`config.mk`:
```
export PLATFORM = sky130hd
export DESIGN_NAME = uart_rx_fifo_flat
export DESIGN_NICKNAME = d
export VERILOG_FILES = /design/src/rtl/uart_rx_fifo_if.sv /design/src/rtl/uart_rx_fifo.sv /design/src/flat_wrapper.sv
export SDC_FILE = /design/constraint.sdc
export NUM_CORES = 1
export LEC_CHECK = 0
export ABC_AREA = 1
export ABC_CLOCK_PERIOD_IN_PS = 4600
export CAP_MARGIN = 5
export CORE_MARGIN = 10
export CORE_UTILIZATION = 64
export DETAILED_ROUTE_END_ITERATION = 10
export GPL_TIMING_DRIVEN = 0
export HOLD_SLACK_MARGIN = 0.02
export PLACE_DENSITY_LB_ADDON = 0.05
export SLEW_MARGIN = 20
export SYNTH_ARGS = -nofsm -noshare
export SYNTH_HDL_FRONTEND = slang
export SYNTH_SLANG_ARGS = --single-unit
export TNS_END_PERCENT = 20
```
`constraint.sdc`:
```
create_clock -name clk -period 4.6 [get_ports clk]
set_input_delay 1.38 -clock clk [delete_from_list [all_inputs] [get_ports clk]]
set_output_delay 1.38 -clock clk [all_outputs]
set_load 0.02 [all_outputs]
```
`src/rtl/uart_rx_fifo_if.sv`:
```
// Write and read handshake bundle between the UART receiver, the receive FIFO and the host.
// The FIFO takes the slave modport; the receiver/host side takes the master modport.
interface uart_rx_fifo_if #(
  parameter int DATA_WIDTH = 8,
  parameter int DEPTH      = 16
);
  localparam int CW = $clog2(DEPTH) + 1;

  logic [DATA_WIDTH-1:0] rx_data;
  logic                  rx_valid;
  logic                  parity_error;
  logic                  frame_error;
  logic                  flush;
  logic                  clear_overrun;
  logic                  rd_ready;

  logic [DATA_WIDTH-1:0] rd_data;
  logic                  rd_parity_err;
  logic                  rd_frame_err;
  logic                  rd_valid;
  logic [CW-1:0]         count;
  logic                  empty;
  logic                  full;
  logic                  almost_full;
  logic                  fifo_overrun;

  modport master (
    output rx_data, rx_valid, parity_error, frame_error, flush, clear_overrun, rd_ready,
    input  rd_data, rd_parity_err, rd_frame_err, rd_valid, count, empty, full,
           almost_full, fifo_overrun
  );

  modport slave (
    input  rx_data, rx_valid, parity_error, frame_error, flush, clear_overrun, rd_ready,
    output rd_data, rd_parity_err, rd_frame_err, rd_valid, count, empty, full,
           almost_full, fifo_overrun
  );
endinterface

```
`src/rtl/uart_rx_fifo.sv`:
```
// First-word-fall-through FIFO buffering received UART characters with their parity/frame status.
// Tracks fill level with a registered counter and flags dropped writes in a sticky overrun bit.
module uart_rx_fifo #(
  parameter int DATA_WIDTH = 8,
  parameter int DEPTH      = 16,
  parameter int AF_LEVEL   = 12
) (
  input logic           clk,
  input logic           reset,
  uart_rx_fifo_if.slave bus
);
  localparam int AW = $clog2(DEPTH);
  localparam int CW = AW + 1;
  localparam int EW = DATA_WIDTH + 2;

  logic [EW-1:0] mem [DEPTH];
  logic [AW-1:0] wr_ptr;
  logic [AW-1:0] rd_ptr;
  logic [CW-1:0] count_q;
  logic          overrun_q;

  logic          is_empty;
  logic          is_full;
  logic          pop;
  logic          push_ok;
  logic          drop;
  logic [EW-1:0] head;

  assign is_empty = (count_q == '0);
  assign is_full  = (count_q == CW'(DEPTH));
  assign pop      = bus.rd_ready & ~is_empty;
  assign push_ok  = bus.rx_valid & (~is_full | pop);
  // A flush supersedes the write, so it is neither stored nor counted as a drop.
  assign drop     = bus.rx_valid & is_full & ~pop & ~bus.flush;

  always_ff @(posedge clk) begin
    if (push_ok && !bus.flush) begin
      mem[wr_ptr] <= {bus.frame_error, bus.parity_error, bus.rx_data};
    end
  end

  always_ff @(posedge clk or posedge reset) begin
    if (reset) begin
      wr_ptr  <= '0;
      rd_ptr  <= '0;
      count_q <= '0;
    end else if (bus.flush) begin
      wr_ptr  <= '0;
      rd_ptr  <= '0;
      count_q <= '0;
    end else begin
      if (push_ok) begin
        wr_ptr <= wr_ptr + AW'(1);
      end
      if (pop) begin
        rd_ptr <= rd_ptr + AW'(1);
      end
      case ({push_ok, pop})
        2'b10:   count_q <= count_q + CW'(1);
        2'b01:   count_q <= count_q - CW'(1);
        default: count_q <= count_q;
      endcase
    end
  end

  // A drop in the same cycle as clear_overrun wins, so the flag is never lost.
  always_ff @(posedge clk or posedge reset) begin
    if (reset) begin
      overrun_q <= 1'b0;
    end else if (drop) begin
      overrun_q <= 1'b1;
    end else if (bus.clear_overrun) begin
      overrun_q <= 1'b0;
    end
  end

  assign head              = mem[rd_ptr];
  assign bus.rd_data       = head[DATA_WIDTH-1:0];
  assign bus.rd_parity_err = head[DATA_WIDTH];
  assign bus.rd_frame_err  = head[DATA_WIDTH+1];
  assign bus.rd_valid      = ~is_empty;
  assign bus.count         = count_q;
  assign bus.empty         = is_empty;
  assign bus.full          = is_full;
  assign bus.almost_full   = (count_q >= CW'(AF_LEVEL));
  assign bus.fifo_overrun  = overrun_q;
endmodule

```
`src/flat_wrapper.sv`:
```
// flat-port wrapper written by rule: the top's interface ports become plain ports
module uart_rx_fifo_flat 
#(
  parameter int DATA_WIDTH = 8,
  parameter int DEPTH      = 16,
  parameter int AF_LEVEL   = 12
)
  (clk, reset, bus_rx_data, bus_rx_valid, bus_parity_error, bus_frame_error, bus_flush, bus_clear_overrun, bus_rd_ready, bus_rd_data, bus_rd_parity_err, bus_rd_frame_err, bus_rd_valid, bus_count, bus_empty, bus_full, bus_almost_full, bus_fifo_overrun);
  uart_rx_fifo_if #(.DATA_WIDTH(DATA_WIDTH), .DEPTH(DEPTH)) bus_i ();
  input logic clk;
  input logic reset;
  input wire logic [$bits(bus_i.rx_data)-1:0] bus_rx_data;
  input wire logic [$bits(bus_i.rx_valid)-1:0] bus_rx_valid;
  input wire logic [$bits(bus_i.parity_error)-1:0] bus_parity_error;
  input wire logic [$bits(bus_i.frame_error)-1:0] bus_frame_error;
  input wire logic [$bits(bus_i.flush)-1:0] bus_flush;
  input wire logic [$bits(bus_i.clear_overrun)-1:0] bus_clear_overrun;
  input wire logic [$bits(bus_i.rd_ready)-1:0] bus_rd_ready;
  output wire logic [$bits(bus_i.rd_data)-1:0] bus_rd_data;
  output wire logic [$bits(bus_i.rd_parity_err)-1:0] bus_rd_parity_err;
  output wire logic [$bits(bus_i.rd_frame_err)-1:0] bus_rd_frame_err;
  output wire logic [$bits(bus_i.rd_valid)-1:0] bus_rd_valid;
  output wire logic [$bits(bus_i.count)-1:0] bus_count;
  output wire logic [$bits(bus_i.empty)-1:0] bus_empty;
  output wire logic [$bits(bus_i.full)-1:0] bus_full;
  output wire logic [$bits(bus_i.almost_full)-1:0] bus_almost_full;
  output wire logic [$bits(bus_i.fifo_overrun)-1:0] bus_fifo_overrun;
  assign bus_i.rx_data = bus_rx_data;
  assign bus_i.rx_valid = bus_rx_valid;
  assign bus_i.parity_error = bus_parity_error;
  assign bus_i.frame_error = bus_frame_error;
  assign bus_i.flush = bus_flush;
  assign bus_i.clear_overrun = bus_clear_overrun;
  assign bus_i.rd_ready = bus_rd_ready;
  assign bus_rd_data = bus_i.rd_data;
  assign bus_rd_parity_err = bus_i.rd_parity_err;
  assign bus_rd_frame_err = bus_i.rd_frame_err;
  assign bus_rd_valid = bus_i.rd_valid;
  assign bus_count = bus_i.count;
  assign bus_empty = bus_i.empty;
  assign bus_full = bus_i.full;
  assign bus_almost_full = bus_i.almost_full;
  assign bus_fifo_overrun = bus_i.fifo_overrun;
  uart_rx_fifo #(.DATA_WIDTH(DATA_WIDTH), .DEPTH(DEPTH), .AF_LEVEL(AF_LEVEL)) u_core (.clk(clk), .reset(reset), .bus(bus_i));
endmodule
```
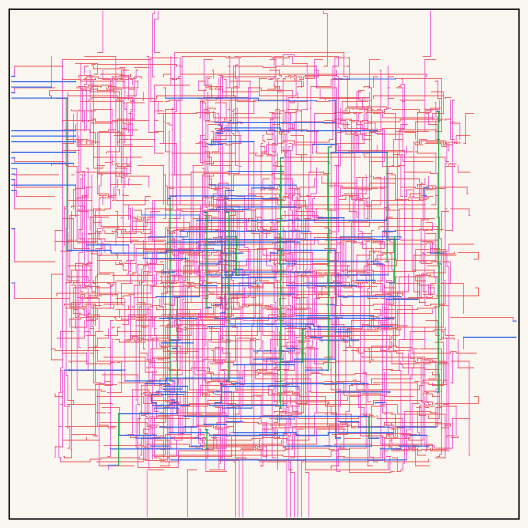
run_1/wires.png
Drawn at 4 px/µm.
Key: magenta = metal 2 [wire length 8540 µm]; blue = metal 3 [wire length 1750 µm]; green = metal 4 [wire length 579 µm]; red = metal 1 [wire length 7370 µm]

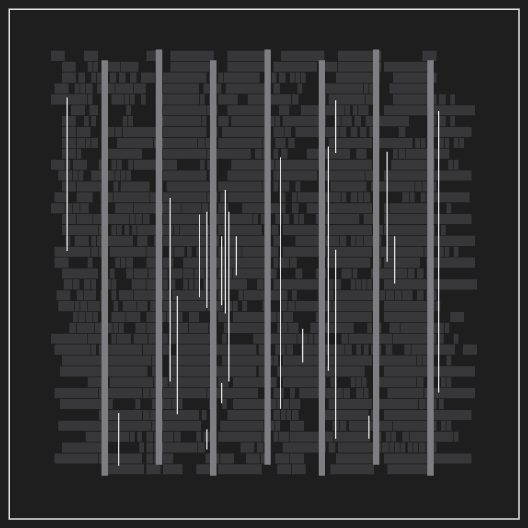
run_1/layer_met4.png
Drawn at 4 px/µm. Supply wires on this layer in gray. Cells faint in the background.
The wires run mostly vertical. The layer carries 579 µm of wire. The longest straight run is 70.0 µm.

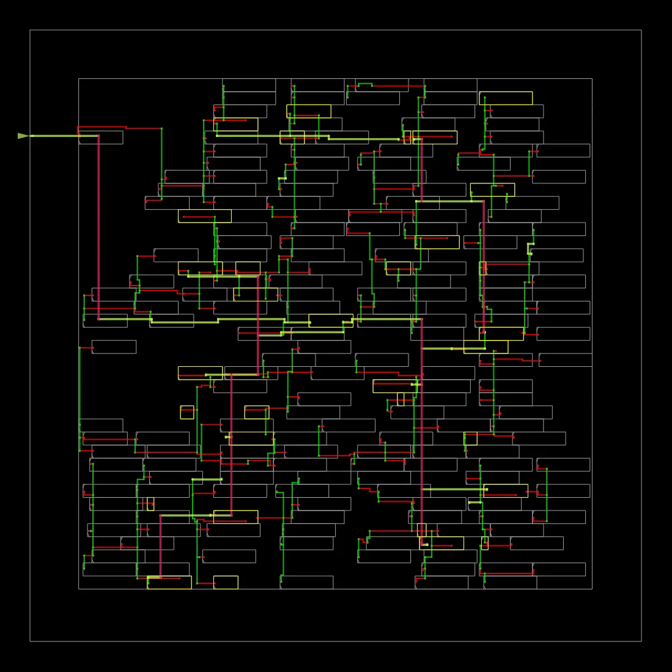
run_1/clocks.png
clock sink count: 174
clkbuf count: 27
flip-flops: 174

==> tab_implementation.tex, run 1 <==
% Synthesis and place-and-route results
\begin{tabular}{lr}
\hline
Metric & Value \\
\hline
\multicolumn{2}{l}{\textbf{Timing}} \\
Ratio of final minimum period to clock period & 91.0\% \\
Final worst setup slack & 0.414 ns \\
Final hold violation count & 0 \\
Setup skew after layout & 0.00720 ns \\
Total count of max-transition violations in the final report & 0 \\
Number of endpoints failing setup at the final stage & 0 \\
Unrepaired setup endpoints after global routing & no \\
Worst slew margin relative to its limit & 39.2\% \\
Setup Total Neg Slack & 0 ns \\
Final critical delay including setup and external delays & 4.19 ns \\
Transition at the pin with the smallest max-transition slack & 0.908 ns \\
Smallest hold slack & 0.562 ns \\
F\_max & 239 MHz \\
\multicolumn{2}{l}{\textbf{Cells and area}} \\
Multi-input logic area & 1990 µm² \\
Clock buffer and inverter area fraction after layout & 6.89\% \\
Multi-input gates & 371 \\
Flip-flop count of the largest register after layout & 160 \\
Filler Cell Count & 709 \\
Relative area of non-clock buffer cells in the final design & 6.83\% \\
Area of all placed cells without fillers & 8600 µm² \\
Sequential standard cell area & 5150 µm² \\
Number of standard cells in the layout, taps in and fillers out & 824 \\
Buffers excl. clock & 78 \\
Utilization after layout & 76.0\% \\
Register ranked first by flip-flop count & u\_core.mem \\
Non-CTS inverters & 26 \\
Top class by area & sequential cells \\
Commonest cells after routing, fill and taps aside & 160 x edfxtp\_1, 122 x nor2\_1, 83 x o21ai\_0, 40 x nand2\_1, 40 x o211ai\_1 \\
Share of cell area taken by multi-input logic gates & 23.1\% \\
Nets & 693 \\
Share of final-layout standard cells stronger than drive strength 1 & 12.0\% \\
Relative area change from synthesis to final layout & 17.3\% \\
Share of cell area taken by flip-flops and latches & 59.9\% \\
\multicolumn{2}{l}{\textbf{Worst setup path}} \\
RR Startpoint & u\_core.bus.count[3]\$\_DFFE\_PP0P\_ \\
CP endpoint kind & output port \\
Destination of the critical timing path & bus\_rd\_data[3] \\
Cell class contributing the biggest share of worst-path delay & buffers and inverters \\
Kind of critical path & reg2out \\
Worst path buffer plus inverter count & 3 \\
Setup slack, reg-to-reg & 2.34 ns \\
Crit-path cells & buf\_2, clkbuf\_1, o21ai\_0, o211ai\_1, nand3\_1, nand2\_1, clkdlybuf4s50\_1 \\
Start point of the critical path & u\_core.rd\_ptr[1]\$\_DFFE\_PP0P\_ \\
Crit path max-delay cell type & clkdlybuf4s50\_1 \\
Endpoint of the worst register-to-register path & u\_core.mem[3][0]\$\_DFFE\_PP\_ \\
CP arrival & 2.81 ns \\
Worst endpoint required time & 3.22 ns \\
WP depth & 7 \\
Launching element type of the critical path & flop \\
CP peak stage delay & 0.62 ns \\
Maximum net fanout on the critical path & 10 \\
Count of cells along the worst register-to-register path & 7 \\
\multicolumn{2}{l}{\textbf{Logic synthesis}} \\
Instance tally after logic synthesis & 604 \\
Most instantiated library cell after synthesis & edfxtp\_1 \\
Largest family of logic cells by area & simple AND/OR/NAND/NOR gates \\
Yosys stat cell total & 604 \\
Syn Std Cell Area & 7340 µm² \\
Area fraction in compound gates after synthesis & 10.6\% \\
Main area contributors & edfxtp\_1 65\%, nor2\_1 6.2\%, o21ai\_0 5.7\% \\
Number of unique standard cell types used by synthesis & 30 \\
Yosys warning total & 0 \\
Cell accounting for the most synthesized area & edfxtp\_1 \\
Synth Flop Type & edfxtp\_1 \\
Adder and majority cell fraction of the synthesized area & 1.64\% \\
Post-synthesis async set-or-reset flop share & 8.05\% \\
Number of synthesized flops with an enable pin & 160 \\
Synthesized area per cell & 12.1 µm² \\
Mux share & 0\% \\
Sequential area share after synthesis & 70.3\% \\
Chip area line of the yosys report & 7340 µm² \\
Flops out of synthesis & 174 \\
Xor and xnor fraction of the mapped netlist area & 0.477\% \\
Floorplan Nets & 629 \\
Top cells by count, synth & 160 x edfxtp\_1, 122 x nor2\_1, 83 x o21ai\_0, 40 x nand2\_1, 40 x o211ai\_1 \\
Area leader share & 65.5\% \\
\multicolumn{2}{l}{\textbf{Route}} \\
Topmost layer with routed signal wires & met4 \\
Post-detailed-route DRC marker count & 0 \\
Met2 routed wirelength & 8540 µm \\
Sum of met3 wire segment lengths after detailed routing & 1750 µm \\
Routed wire length & 18200 µm \\
Vias per inst & 6.16 \\
Detailed-router iteration count before antenna repair & 5 \\
Met1 layer wirelength in the final routing & 7370 µm \\
Residual antenna-violating net count after detailed routing & 0 \\
Routed wirelength normalized by instance count & 22.1 µm \\
\multicolumn{2}{l}{\textbf{Pwr}} \\
Sequential group power & 1800 µW \\
Clk power & 1420 µW \\
Internal power & 3110 µW \\
Switching power summed over all nets & 1510 µW \\
Proportion of power drawn by the clock network & 30.8\% \\
Total design power & 4620 µW \\
Net Sw Frac & 32.7\% \\
Power consumed by combinational cells & 1400 µW \\
Power density cells & 537 nW/µm² \\
Combinational group share of total power & 30.3\% \\
Seq pwr share & 38.9\% \\
Leakage power of the design & 0.00296 µW \\
\multicolumn{2}{l}{\textbf{Global routing}} \\
Pin count of the biggest net entering global routing & 17 \\
Vias in the first global route & 4761 \\
Met3 GRT Util & 5.54\% \\
Overall overflow remaining after global route & 0 \\
Met2 layer usage reported by global route & 35.4\% \\
Global routing usage summed across all routing layers & 22.9\% \\
Initial antenna violation count & 0 \\
Met1 usage in global routing & 30.4\% \\
Global-route wire length before repair & 27800 µm \\
\multicolumn{2}{l}{\textbf{Clocking}} \\
CTS root buffer & clkbuf\_16 \\
Clock latency at the later pin of the worst-skew pair & 0.43 ns \\
TritonCTS clock tree & yes \\
Hold Buf Count CTS & 0 \\
Clock-pin slew reported for the worst setup and hold paths after clock tree synthesis & 0.06 ns \\
Number of buffers on the longest clock path & 2 \\
Post-CTS Setup Bufs & 0 \\
Number of levels the H-tree was split into & 4 \\
\multicolumn{2}{l}{\textbf{Placed design}} \\
DP HPWL & 12200 µm \\
Worst-case setup slack after placement & 0.929 ns \\
Final RePlAce weighted congestion & 0.939 \\
Total cell area at the placement stage & 8010 µm² \\
Number of cells after detailed placement & 792 \\
Count of port buffers added during placement & 35 \\
\multicolumn{2}{l}{\textbf{Floorplanning}} \\
TAP cells & 143 \\
Die extent in y & 127 µm \\
Die width & 127 µm \\
Core footprint & 11300 µm² \\
Std cell rows & 39 \\
Pre-placement core utilization & 64.8\% \\
\multicolumn{2}{l}{\textbf{Status}} \\
Outcome & completed \\
\multicolumn{2}{l}{\textbf{Min path}} \\
Sink of the worst hold path & u\_core.bus.fifo\_overrun\$\_DFFE\_PP0P\_ \\
Instance count along the most critical hold path & 2 \\
Hold Path Class & reg2reg \\
Startpoint of the lowest-slack hold path & u\_core.bus.fifo\_overrun\$\_DFFE\_PP0P\_ \\
\multicolumn{2}{l}{\textbf{Run}} \\
Maxcap violations & 0 \\
\hline
\end{tabular}
run_1/flops_by_reg.png
Drawn at 4 px/µm. Other sequential cells in the stronger gray, the rest of the logic in the fainter gray.
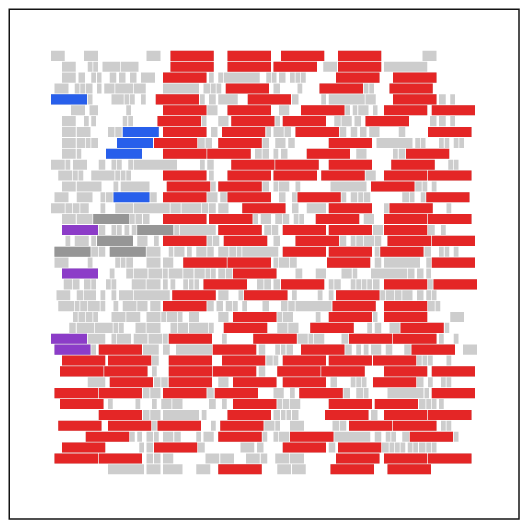

## Run 2: what changed since run 1
--- a/config.mk
+++ b/config.mk
@@ -12,9 +12,9 @@
 export CORE_UTILIZATION = 64
 export DETAILED_ROUTE_END_ITERATION = 10
 export GPL_TIMING_DRIVEN = 0
-export HOLD_SLACK_MARGIN = 0.02
+export HOLD_SLACK_MARGIN = 0.03
 export PLACE_DENSITY_LB_ADDON = 0.05
-export SLEW_MARGIN = 20
+export SLEW_MARGIN = 40
 export SYNTH_ARGS = -nofsm -noshare
 export SYNTH_HDL_FRONTEND = slang
 export SYNTH_SLANG_ARGS = --single-unit
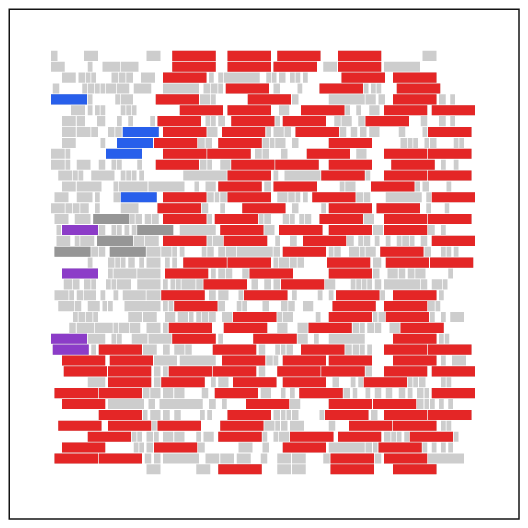
run_2/flops_by_reg.png
Drawn at 4 px/µm. Other sequential cells in the stronger gray, the rest of the logic in the fainter gray.
Key: blue = `u_core.bus.count` [flops 5, where north-west]; purple = `u_core.wr_ptr` [flops 4, where west]; red = `u_core.mem` [flops 160]

==> tab_implementation.tex, run 2 <==
% Synthesis and place-and-route results
\begin{tabular}{lr}
\hline
Metric & Value \\
\hline
\multicolumn{2}{l}{\textbf{Cells and area}} \\
Share of cell area taken by multi-input logic gates & 23.6\% (was 23.1\%) \\
Flip-flop count of the largest register after layout & 160 (unchanged) \\
Flip-flops & 174 (unchanged) \\
Area of all placed cells without fillers & 8570 µm² (was 8600 µm²) \\
Commonest cells after routing, fill and taps aside & 160 x edfxtp\_1, 122 x nor2\_1, 83 x o21ai\_0, 40 x nand2\_1, 40 x o211ai\_1 (unchanged) \\
Multi-input logic area & 2030 µm² (was 1990 µm²) \\
Relative area change from synthesis to final layout & 16.9\% (was 17.3\%) \\
Top class by area & sequential cells (unchanged) \\
Register ranked first by flip-flop count & u\_core.mem (unchanged) \\
Share of final-layout standard cells stronger than drive strength 1 & 11.9\% (was 12.0\%) \\
Clock buffer and inverter area fraction after layout & 6.27\% (was 6.89\%) \\
Share of cell area taken by flip-flops and latches & 60.1\% (was 59.9\%) \\
Nets & 694 (was 693) \\
\multicolumn{2}{l}{\textbf{Logic synthesis}} \\
Most instantiated library cell after synthesis & edfxtp\_1 (unchanged) \\
Synth Flop Type & edfxtp\_1 (unchanged) \\
Yosys stat cell total & 604 (unchanged) \\
Instance tally after logic synthesis & 604 (unchanged) \\
Number of synthesized flops with an enable pin & 160 (unchanged) \\
Synthesized area per cell & 12.1 µm² (unchanged) \\
Adder and majority cell fraction of the synthesized area & 1.64\% (unchanged) \\
Yosys warning total & 0 (unchanged) \\
Largest family of logic cells by area & simple AND/OR/NAND/NOR gates (unchanged) \\
Number of unique standard cell types used by synthesis & 30 (unchanged) \\
Xor and xnor fraction of the mapped netlist area & 0.477\% (unchanged) \\
Cell accounting for the most synthesized area & edfxtp\_1 (unchanged) \\
Post-synthesis async set-or-reset flop share & 8.05\% (unchanged) \\
Main area contributors & edfxtp\_1 65\%, nor2\_1 6.2\%, o21ai\_0 5.7\% (unchanged) \\
Top cells by count, synth & 160 x edfxtp\_1, 122 x nor2\_1, 83 x o21ai\_0, 40 x nand2\_1, 40 x o211ai\_1 (unchanged) \\
Mux share & 0\% (unchanged) \\
Chip area line of the yosys report & 7340 µm² (unchanged) \\
Sequential area share after synthesis & 70.3\% (unchanged) \\
\multicolumn{2}{l}{\textbf{Global routing}} \\
Vias in the first global route & 4783 (was 4761) \\
Met3 GRT Util & 7.07\% (was 5.54\%) \\
Global-route wire length before repair & 27700 µm (was 27800 µm) \\
Met2 layer usage reported by global route & 34.8\% (was 35.4\%) \\
Initial antenna violation count & 0 (unchanged) \\
Overall overflow remaining after global route & 0 (unchanged) \\
Met1 usage in global routing & 29.9\% (was 30.4\%) \\
\multicolumn{2}{l}{\textbf{Worst setup path}} \\
Crit path max-delay cell type & clkdlybuf4s50\_1 (unchanged) \\
Kind of critical path & reg2out (unchanged) \\
Launching element type of the critical path & flop (unchanged) \\
Endpoint of the worst register-to-register path & u\_core.mem[5][7]\$\_DFFE\_PP\_ (was u\_core.mem[3][0]\$\_DFFE\_PP\_) \\
Start point of the critical path & u\_core.rd\_ptr[1]\$\_DFFE\_PP0P\_ (unchanged) \\
CP arrival & 2.79 ns (was 2.81 ns) \\
Crit-path cells & buf\_2, clkbuf\_1, o21ai\_0, o211ai\_1, nand3\_1, nand2\_1, clkdlybuf4s50\_1 (unchanged) \\
CP peak stage delay & 0.63 ns (was 0.62 ns) \\
Setup slack, reg-to-reg & 2.34 ns (about the same) \\
Destination of the critical timing path & bus\_rd\_frame\_err (was bus\_rd\_data[3]) \\
Count of cells along the worst register-to-register path & 8 (was 7) \\
\multicolumn{2}{l}{\textbf{Timing}} \\
Smallest hold slack & 0.569 ns (was 0.562 ns) \\
Setup Total Neg Slack & 0 ns (unchanged) \\
Final worst setup slack & 0.426 ns (was 0.414 ns) \\
Transition at the pin with the smallest max-transition slack & 0.833 ns (was 0.908 ns) \\
Unrepaired setup endpoints after global routing & no (unchanged) \\
Number of endpoints failing setup at the final stage & 0 (unchanged) \\
Worst slew margin relative to its limit & 44.3\% (was 39.2\%) \\
Ratio of final minimum period to clock period & 90.7\% (was 91.0\%) \\
Final critical delay including setup and external delays & 4.17 ns (was 4.19 ns) \\
Setup skew after layout & 0.00692 ns (was 0.00720 ns) \\
\multicolumn{2}{l}{\textbf{Pwr}} \\
Net Sw Frac & 33.4\% (was 32.7\%) \\
Power consumed by combinational cells & 1400 µW (about the same) \\
Total design power & 4530 µW (was 4620 µW) \\
Internal power & 3020 µW (was 3110 µW) \\
Proportion of power drawn by the clock network & 29.6\% (was 30.8\%) \\
Seq pwr share & 39.6\% (was 38.9\%) \\
\multicolumn{2}{l}{\textbf{Clocking}} \\
TritonCTS clock tree & yes (unchanged) \\
Clock latency at the later pin of the worst-skew pair & 0.44 ns (was 0.43 ns) \\
Post-CTS Setup Bufs & 0 (unchanged) \\
Clock-pin slew reported for the worst setup and hold paths after clock tree synthesis & 0.06 ns (about the same) \\
CTS root buffer & clkbuf\_16 (unchanged) \\
\multicolumn{2}{l}{\textbf{Min path}} \\
Startpoint of the lowest-slack hold path & u\_core.bus.fifo\_overrun\$\_DFFE\_PP0P\_ (unchanged) \\
\multicolumn{2}{l}{\textbf{Floorplanning}} \\
Core footprint & 11300 µm² (unchanged) \\
TAP cells & 143 (unchanged) \\
Std cell rows & 39 (unchanged) \\
Die extent in y & 127 µm (unchanged) \\
\multicolumn{2}{l}{\textbf{Route}} \\
Post-detailed-route DRC marker count & 0 (unchanged) \\
Vias per inst & 6.17 (was 6.16) \\
Sum of met3 wire segment lengths after detailed routing & 2050 µm (was 1750 µm) \\
Topmost layer with routed signal wires & met4 (unchanged) \\
Met1 layer wirelength in the final routing & 7140 µm (was 7370 µm) \\
Met2 routed wirelength & 8610 µm (was 8540 µm) \\
\multicolumn{2}{l}{\textbf{Placed design}} \\
Count of port buffers added during placement & 35 (unchanged) \\
Final RePlAce weighted congestion & 0.939 (unchanged) \\
Total cell area at the placement stage & 8010 µm² (about the same) \\
\multicolumn{2}{l}{\textbf{Status}} \\
Outcome & completed (unchanged) \\
\hline
\end{tabular}
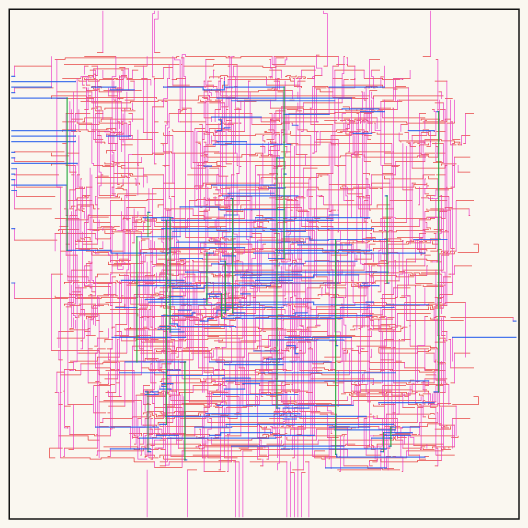
run_2/wires.png
Drawn at 4 px/µm.
Key: magenta = metal 2 [wire length 8610 µm]; blue = metal 3 [wire length 2050 µm]; green = metal 4 [wire length 515 µm]; red = metal 1 [wire length 7140 µm]
number of vias in the routed layout: 5083
global routing usage summed across all routing layers: 22.8%
routed wire length: 18300 µm
routed wirelength normalized by instance count: 22.2 µm

run_2/layer_met4.png
Drawn at 4 px/µm. Supply wires on this layer in gray. Cells faint in the background.
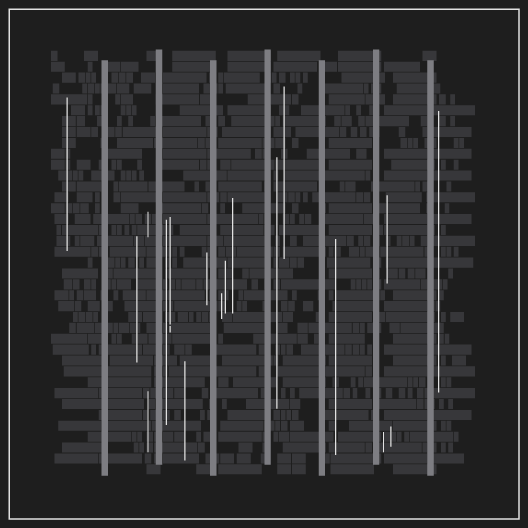

## Run 3: what changed since run 2
--- a/config.mk
+++ b/config.mk
@@ -8,13 +8,12 @@
 export ABC_AREA = 1
 export ABC_CLOCK_PERIOD_IN_PS = 4600
 export CAP_MARGIN = 5
-export CORE_MARGIN = 10
 export CORE_UTILIZATION = 64
 export DETAILED_ROUTE_END_ITERATION = 10
 export GPL_TIMING_DRIVEN = 0
 export HOLD_SLACK_MARGIN = 0.03
 export PLACE_DENSITY_LB_ADDON = 0.05
-export SLEW_MARGIN = 40
+export SLEW_MARGIN = 10
 export SYNTH_ARGS = -nofsm -noshare
 export SYNTH_HDL_FRONTEND = slang
 export SYNTH_SLANG_ARGS = --single-unit
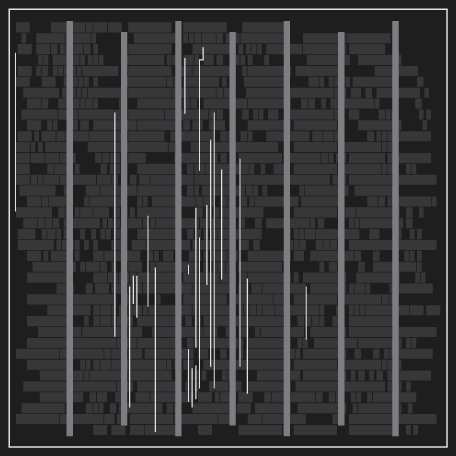
run_3/layer_met4.png
Drawn at 4 px/µm. Supply wires on this layer in gray. Cells faint in the background.
The layer holds 3.4% of the routed length. The longest straight run is 68.7 µm. 16 nets have wire on it.
routed wire length: 18200 µm
number of vias in the routed layout: 5170

==> tab_implementation.tex, run 3 <==
% Synthesis and place-and-route results
\begin{tabular}{lr}
\hline
Metric & Value \\
\hline
\multicolumn{2}{l}{\textbf{Route}} \\
Topmost layer with routed signal wires & met4 (unchanged) \\
Met1 layer wirelength in the final routing & 7310 µm (was 7140 µm) \\
Vias per inst & 6.36 (was 6.17) \\
Residual antenna-violating net count after detailed routing & 0 (unchanged) \\
Sum of met3 wire segment lengths after detailed routing & 2010 µm (was 2050 µm) \\
Post-detailed-route DRC marker count & 0 (unchanged) \\
Routed wirelength normalized by instance count & 22.4 µm (was 22.2 µm) \\
Detailed-router iteration count before antenna repair & 6 (was 5) \\
\multicolumn{2}{l}{\textbf{Timing}} \\
Final critical delay including setup and external delays & 4.22 ns (was 4.17 ns) \\
Smallest hold slack & 0.530 ns (was 0.569 ns) \\
Ratio of final minimum period to clock period & 91.7\% (was 90.7\%) \\
Final hold violation count & 0 (unchanged) \\
Unrepaired setup endpoints after global routing & no (unchanged) \\
Number of endpoints failing setup at the final stage & 0 (unchanged) \\
Setup Total Neg Slack & 0 ns (unchanged) \\
Final worst setup slack & 0.382 ns (was 0.426 ns) \\
Transition at the pin with the smallest max-transition slack & 0.970 ns (was 0.833 ns) \\
\multicolumn{2}{l}{\textbf{Run}} \\
Maxcap violations & 0 (unchanged) \\
\multicolumn{2}{l}{\textbf{Cells and area}} \\
Multi-input gates & 371 (unchanged) \\
Top class by area & sequential cells (unchanged) \\
Flip-flops & 174 (unchanged) \\
Clock buffer and inverter area fraction after layout & 7.05\% (was 6.27\%) \\
Share of cell area taken by flip-flops and latches & 60.2\% (was 60.1\%) \\
Utilization after layout & 77.9\% (was 75.7\%) \\
Share of final-layout standard cells stronger than drive strength 1 & 11.0\% (was 11.9\%) \\
Commonest cells after routing, fill and taps aside & 160 x edfxtp\_1, 122 x nor2\_1, 83 x o21ai\_0, 40 x nand2\_1, 40 x o211ai\_1 (unchanged) \\
Multi-input logic area & 1990 µm² (was 2030 µm²) \\
Buffers excl. clock & 71 (was 79) \\
Flip-flop count of the largest register after layout & 160 (unchanged) \\
Filler Cell Count & 658 (was 724) \\
Area of all placed cells without fillers & 8560 µm² (was 8570 µm²) \\
Register ranked first by flip-flop count & u\_core.mem (unchanged) \\
Share of cell area taken by multi-input logic gates & 23.2\% (was 23.6\%) \\
\multicolumn{2}{l}{\textbf{Worst setup path}} \\
Maximum net fanout on the critical path & 10 (unchanged) \\
Kind of critical path & reg2out (unchanged) \\
CP arrival & 2.84 ns (was 2.79 ns) \\
WP depth & 10 (was 7) \\
RR Startpoint & u\_core.bus.count[2]\$\_DFFE\_PP0P\_ (was u\_core.bus.count[1]\$\_DFFE\_PP0P\_) \\
Count of cells along the worst register-to-register path & 7 (was 8) \\
Crit path max-delay cell type & clkdlybuf4s50\_1 (unchanged) \\
Setup slack, reg-to-reg & 2.32 ns (was 2.34 ns) \\
Start point of the critical path & u\_core.rd\_ptr[0]\$\_DFFE\_PP0P\_ (was u\_core.rd\_ptr[1]\$\_DFFE\_PP0P\_) \\
Destination of the critical timing path & bus\_rd\_data[7] (was bus\_rd\_frame\_err) \\
Worst endpoint required time & 3.22 ns (about the same) \\
\multicolumn{2}{l}{\textbf{Placed design}} \\
DP HPWL & 11900 µm (was 12300 µm) \\
Count of port buffers added during placement & 35 (unchanged) \\
Worst-case setup slack after placement & 0.816 ns (was 0.915 ns) \\
Number of cells after detailed placement & 782 (was 793) \\
\multicolumn{2}{l}{\textbf{Logic synthesis}} \\
Most instantiated library cell after synthesis & edfxtp\_1 (unchanged) \\
Instance tally after logic synthesis & 604 (unchanged) \\
Number of unique standard cell types used by synthesis & 30 (unchanged) \\
Area leader share & 65.5\% (unchanged) \\
Number of synthesized flops with an enable pin & 160 (unchanged) \\
Sequential area share after synthesis & 70.3\% (unchanged) \\
Adder and majority cell fraction of the synthesized area & 1.64\% (unchanged) \\
Flops out of synthesis & 174 (unchanged) \\
Area fraction in compound gates after synthesis & 10.6\% (unchanged) \\
Yosys stat cell total & 604 (unchanged) \\
Main area contributors & edfxtp\_1 65\%, nor2\_1 6.2\%, o21ai\_0 5.7\% (unchanged) \\
Synthesized area per cell & 12.1 µm² (unchanged) \\
Largest family of logic cells by area & simple AND/OR/NAND/NOR gates (unchanged) \\
Chip area line of the yosys report & 7340 µm² (unchanged) \\
Post-synthesis async set-or-reset flop share & 8.05\% (unchanged) \\
Yosys warning total & 0 (unchanged) \\
Syn Std Cell Area & 7340 µm² (unchanged) \\
\multicolumn{2}{l}{\textbf{Floorplanning}} \\
Die width & 109 µm (was 127 µm) \\
Pre-placement core utilization & 66.8\% (was 64.8\%) \\
TAP cells & 140 (was 143) \\
Core footprint & 11000 µm² (was 11300 µm²) \\
Std cell rows & 38 (was 39) \\
\multicolumn{2}{l}{\textbf{Clocking}} \\
TritonCTS clock tree & yes (unchanged) \\
Hold Buf Count CTS & 0 (unchanged) \\
Clock-pin slew reported for the worst setup and hold paths after clock tree synthesis & 0.06 ns (about the same) \\
Post-CTS Setup Bufs & 0 (unchanged) \\
Number of levels the H-tree was split into & 4 (unchanged) \\
Number of buffers on the longest clock path & 2 (unchanged) \\
Clock sink count & 174 (unchanged) \\
\multicolumn{2}{l}{\textbf{Global routing}} \\
Met2 layer usage reported by global route & 48.8\% (was 34.8\%) \\
Global routing usage summed across all routing layers & 32.8\% (was 22.8\%) \\
Global-route wire length before repair & 27300 µm (was 27700 µm) \\
Overall overflow remaining after global route & 0 (unchanged) \\
Pin count of the biggest net entering global routing & 17 (unchanged) \\
Met1 usage in global routing & 47.1\% (was 29.9\%) \\
Vias in the first global route & 4887 (was 4783) \\
\multicolumn{2}{l}{\textbf{Pwr}} \\
Combinational group share of total power & 30.1\% (was 30.8\%) \\
Proportion of power drawn by the clock network & 31.5\% (was 29.6\%) \\
Sequential group power & 1800 µW (about the same) \\
Power density cells & 547 nW/µm² (was 529 nW/µm²) \\
Power consumed by combinational cells & 1410 µW (was 1400 µW) \\
Switching power summed over all nets & 1540 µW (was 1510 µW) \\
Internal power & 3140 µW (was 3020 µW) \\
Total design power & 4680 µW (was 4530 µW) \\
Seq pwr share & 38.4\% (was 39.6\%) \\
Leakage power of the design & 0.00291 µW (was 0.00298 µW) \\
\multicolumn{2}{l}{\textbf{Min path}} \\
Instance count along the most critical hold path & 2 (unchanged) \\
Sink of the worst hold path & u\_core.bus.fifo\_overrun\$\_DFFE\_PP0P\_ (unchanged) \\
Startpoint of the lowest-slack hold path & u\_core.bus.fifo\_overrun\$\_DFFE\_PP0P\_ (unchanged) \\
\multicolumn{2}{l}{\textbf{Status}} \\
Outcome & completed (unchanged) \\
\hline
\end{tabular}
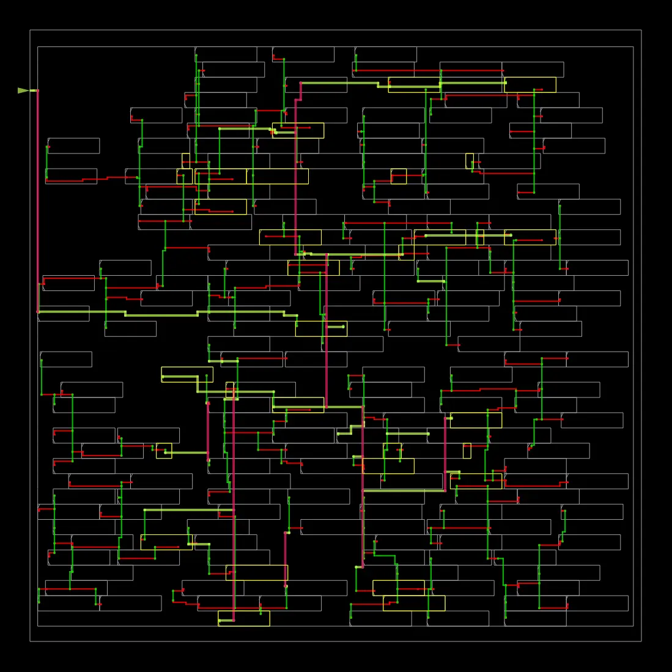
run_3/clocks.png
setup skew after layout: 0.00696 ns
cts bufs inserted: 17
clock latency at the later pin of the worst-skew pair: 0.43 ns
Clk power: 1470 µW
clkbuf count: 19


## Gallery

Local utilization.
Plate I
Drawn at 3 px/µm. 11 x 11 tiles, from white (low) to dark blue (high), 0 to 100% covered.
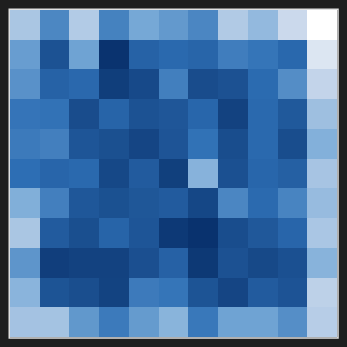
Plate II
Drawn at 3 px/µm. 13 x 13 tiles, from white (low) to dark blue (high), 0 to 100% covered.
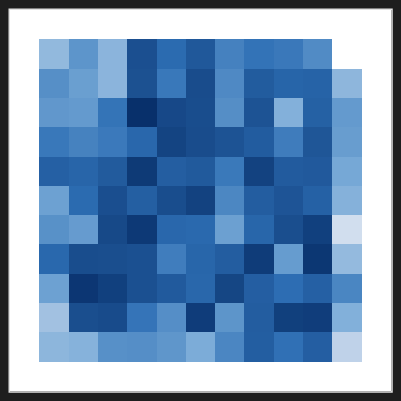
Plate II: run 2
Plate I: run 3

Key to Plate I:
55% of the tiles are over 75% full. The emptiest ninth of the die: north-east. The fullest tile reaches 99%. The mean over all tiles is 71%.

No activity file was given, so power comes from the tool's default toggle rates.
